[config.mk]
export PLATFORM = sky130hd
export DESIGN_NAME = apb_regbank_slave
export DESIGN_NICKNAME = d
export VERILOG_FILES = /design/src/rtl/apb_regbank_slave.sv
export SDC_FILE = /design/constraint.sdc
export NUM_CORES = 1
export LEC_CHECK = 0
export ABC_AREA = 1
export CORE_AREA = 8 8 430 432
export CTS_CLUSTER_SIZE = 40
export DETAILED_ROUTE_END_ITERATION = 12
export DIE_AREA = 0 0 438 440
export SYNTH_ARGS = -nofsm -noshare
export SYNTH_HDL_FRONTEND = slang
export SYNTH_SLANG_ARGS = --single-unit
export TNS_END_PERCENT = 10
[constraint.sdc]
create_clock -name PCLK -period 19.4 [get_ports PCLK]
set_input_delay 1.94 -clock PCLK [delete_from_list [all_inputs] [get_ports PCLK]]
set_output_delay 1.94 -clock PCLK [all_outputs]
set_load 0.02 [all_outputs]
[src/rtl/apb_regbank_slave.sv]
// APB4 slave in front of a bank of NUM_REGS registers, with programmable wait states,
// PSLVERR on bad decode or read-only writes, read-only masking and per-register write pulses.
module apb_regbank_slave #(
    parameter int                      DATA_W      = 32,
    parameter int                      ADDR_W      = 16,
    parameter int                      NUM_REGS    = 16,
    parameter logic [7:0]              BASE_ADDR   = 8'h02,
    parameter int                      WAIT_STATES = 0,
    parameter logic [NUM_REGS-1:0]     RO_MASK     = '0,
    parameter logic [DATA_W-1:0]       RESET_VAL   = '0
) (
    input  logic                         PCLK,
    input  logic                         Preset,
    input  logic [ADDR_W-1:0]            PADDR,
    input  logic                         PSELx,
    input  logic                         PENABLE,
    input  logic                         PWRITE,
    input  logic [DATA_W-1:0]            PWDATA,
    input  logic [DATA_W/8-1:0]          PSTRB,
    output logic [DATA_W-1:0]            PRDATA,
    output logic                         PREADY,
    output logic                         PSLVERR,
    input  logic [NUM_REGS*DATA_W-1:0]   ro_data,
    output logic [NUM_REGS*DATA_W-1:0]   reg_q,
    output logic [NUM_REGS-1:0]          wr_pulse
);

    localparam int         NB      = DATA_W / 8;
    localparam int         IDX_W   = (NUM_REGS > 1) ? $clog2(NUM_REGS) : 1;
    localparam logic [3:0] WS_LAST = 4'((WAIT_STATES > 0) ? WAIT_STATES - 1 : 0);

    typedef enum logic {IDLE, ACCESS} state_t;

    state_t            state_q, state_d;
    logic [3:0]        cnt_q, cnt_d;
    logic              rdy_set, rdy_clr, commit;

    logic [DATA_W-1:0] regs   [NUM_REGS];
    logic [DATA_W-1:0] ro_arr [NUM_REGS];

    logic [7:0]        idx;
    logic [IDX_W-1:0]  sidx;
    logic              sel_err, idx_err, ro_err, err;
    logic [DATA_W-1:0] rd_val;
    logic              unused_addr;

    assign idx         = PADDR[15:8];
    assign sidx        = idx[IDX_W-1:0];
    assign unused_addr = ^PADDR;

    // Address decode; sidx is only trusted once idx_err is known to be clear.
    always_comb begin
        sel_err = (PADDR[7:0] != BASE_ADDR);
        idx_err = ({1'b0, idx} >= 9'(NUM_REGS));
        ro_err  = !idx_err && PWRITE && RO_MASK[sidx];
        err     = sel_err || idx_err || ro_err;
        rd_val  = RO_MASK[sidx] ? ro_arr[sidx] : regs[sidx];
    end

    always_comb begin
        for (int i = 0; i < NUM_REGS; i++) begin
            ro_arr[i] = ro_data[i*DATA_W +: DATA_W];
        end
    end

    always_comb begin
        reg_q = '0;
        for (int i = 0; i < NUM_REGS; i++) begin
            reg_q[i*DATA_W +: DATA_W] = RO_MASK[i] ? '0 : regs[i];
        end
    end

    always_ff @(posedge PCLK or posedge Preset) begin
        if (Preset) begin
            state_q <= IDLE;
            cnt_q   <= '0;
        end else begin
            state_q <= state_d;
            cnt_q   <= cnt_d;
        end
    end

    always_comb begin
        state_d = state_q;
        cnt_d   = cnt_q;
        rdy_set = 1'b0;
        rdy_clr = 1'b0;
        commit  = 1'b0;
        case (state_q)
            IDLE: begin
                if (PSELx && !PENABLE) begin
                    state_d = ACCESS;
                    cnt_d   = '0;
                    rdy_set = (WAIT_STATES == 0);
                end
            end
            ACCESS: begin
                if (!PSELx) begin
                    // Master abandoned the transfer: drop it without a commit.
                    state_d = IDLE;
                    cnt_d   = '0;
                    rdy_clr = 1'b1;
                end else if (PREADY) begin
                    if (PENABLE) begin
                        state_d = IDLE;
                        cnt_d   = '0;
                        rdy_clr = 1'b1;
                        commit  = PWRITE && !err;
                    end
                end else begin
                    cnt_d   = cnt_q + 4'd1;
                    rdy_set = (cnt_q == WS_LAST);
                end
            end
            default: state_d = IDLE;
        endcase
    end

    always_ff @(posedge PCLK or posedge Preset) begin
        if (Preset) begin
            PRDATA   <= '0;
            PREADY   <= 1'b0;
            PSLVERR  <= 1'b0;
            wr_pulse <= '0;
            for (int i = 0; i < NUM_REGS; i++) begin
                regs[i] <= RESET_VAL;
            end
        end else begin
            wr_pulse <= '0;
            if (rdy_set) begin
                PREADY  <= 1'b1;
                PSLVERR <= err;
                if (err) begin
                    PRDATA <= '0;
                end else if (!PWRITE) begin
                    PRDATA <= rd_val;
                end
            end else if (rdy_clr) begin
                PREADY  <= 1'b0;
                PSLVERR <= 1'b0;
            end
            if (commit) begin
                for (int b = 0; b < NB; b++) begin
                    if (PSTRB[b]) begin
                        regs[sidx][8*b +: 8] <= PWDATA[8*b +: 8];
                    end
                end
                if (|PSTRB) begin
                    wr_pulse[sidx] <= 1'b1;
                end
            end
        end
    end

endmodule

==> deck_impl_summary.md <==
Key Metrics from the Run

Power and ir drop
  – Comb group: 0.258 mW
  – Main power group: clock
  – Total Power: 2.76 mW
  – Seq pwr: 1.19 mW
  – Sw power: 0.784 mW
  – Leakage: 19.6 nW
  – Pwr dens: 69.7 mW/mm^2
  – Max VDD drop: 56.3 uV
  – Sw Share: 0.284
  – Clk. pwr: 1.32 mW
  – Combinational power share: 0.093

Clock network
  – Post-CTS setup buffer count: 0
  – Root Buffer: clkbuf_16
  – Clock-pin slew on the worst setup and hold paths: roughly 60 ps
  – Clock sink count: 567

Worst setup path
  – Crit path from: PADDR[1]
  – WP data required: 19970 ps
  – Max stage delay on crit path: 640 ps
  – CP Class: in -> reg
  – CP Depth: 12
  – Reg2reg start: state_q$_DFF_PP0_
  – CP Buf/Inv Count: 5
  – FF-to-FF setup slack: 15890 ps
  – CP Data Arrival Time: 5560 ps
  – Most frequent CP cell: buf_4
  – Critical Path Start Type: input port
  – Crit path capture: reg_q[329]$_DFFE_PP0P_
  – CP max-delay cell: nor2_4
  – Crit Path Max Fanout: 60

Final timing
  – Final Hold Violation Tally: 0
  – Final period utilization: 0.257
  – Slew @ Worst Pin: ~1200 ps
  – Max Clk Rate: ~0.20 GHz
  – Final WS setup: 14410 ps
  – Final setup vio count: 0
  – Unrepaired setup endpoints after global routing: no

GRT
  – Busiest layer in global routing: met2
  – GR Util met1: 0.183
  – Antenna violations before repair: 4

Outcome
  – Status: finished clean

Die
  – N_taps: around 2400
  – IO Pins: 1131
  – Core area: 0.178 mm^2
  – Rows: about 160
  – Die width: 438 um

Cells and area
  – Comb_multi_in: 2968
  – Most used logic cell in the final layout: nand2_1
  – Most frequent cells in the layout: nand2_1 (1709), clkdlybuf4s50_1 (612), dfrtp_1 (567)
  – Flop share of the area: 0.358
  – Combinational Area: 0.0131 mm^2
  – Final cell area excluding filler cells: 0.0396 mm^2
  – Top class by area: registers
  – Post-Layout Cell Count: about 7000
  – Clock tree cell share of total cell area: 0.0569

Drt
  – TritonRoute pass-1 iters: 5
  – Remaining antenna violation count: 0
  – Met2 wire len: 79200 um
  – Final WL: roughly 160000 um
  – Via count: 29400
  – Violation tally from detailed-route iteration zero: between 2000 and 3000

Worst hold path
  – HP Start: PRDATA[16]$_DFFE_PP0P_
  – Hold Crit Class: reg -> reg
  – Hold path depth: 2

Placed design
  – Gpl congestion: 0.863

Synthesis
  – Synth mux share: 0
  – Synth cell types: 34
  – Adder share: 0.000858
  – Largest area contributor in the netlist: dfrtp_1
  – Yosys aoi share: 0.0184
  – Syn Std Cell Area: roughly 0.029 mm^2
  – Avg Inst Size Synth: 7.35 um^2
  – Top cells, area: dfrtp_1 (49%), nand2_1 (22%), nand3_1 (8.9%), nor2_1 (6.7%), nand3_4 (2.4%)
  – XOR-XNOR Cells, Area Fraction: 0.000601
  – Main logic family after synthesis: simple AND/OR/NAND/NOR gates

Flow run
  – Tool warnings: 539
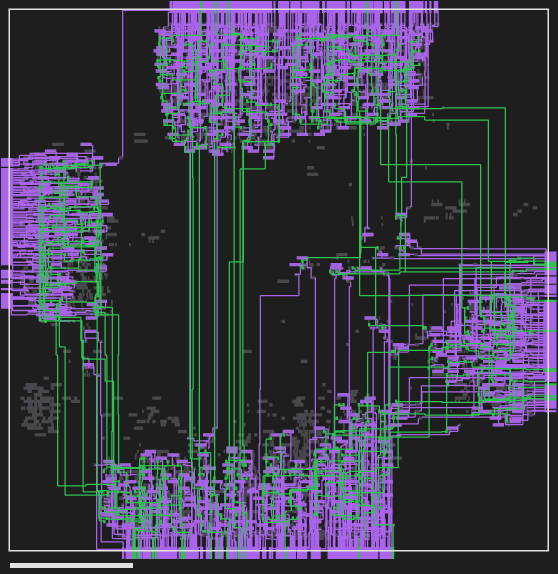
Figure 1: wires at chosen ports, followed through buffers.
Bar = 100 um.
| colour | port | direction | edge | end cells | wire |
|---|---|---|---|---|---|
| purple | reg_q | output | 185 north, 169 south, 80 west, 78 east | 512 | 41.3 mm |
| green | PWDATA | input | 16 south, 11 east, 5 north | 512 | 16400 um |

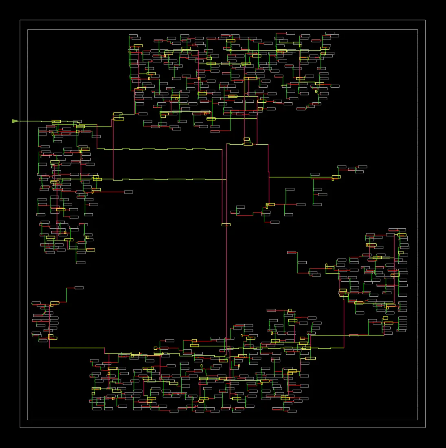
Figure 2: clock wiring as the flow saved it.
Flops: 567
Clk Latency, worst-skew pair: 670 ps
Final Skew: 38.9 ps
total CTS buffers: 70
clock buf count: 98

No activity file was given, so power comes from the tool's default toggle rates.
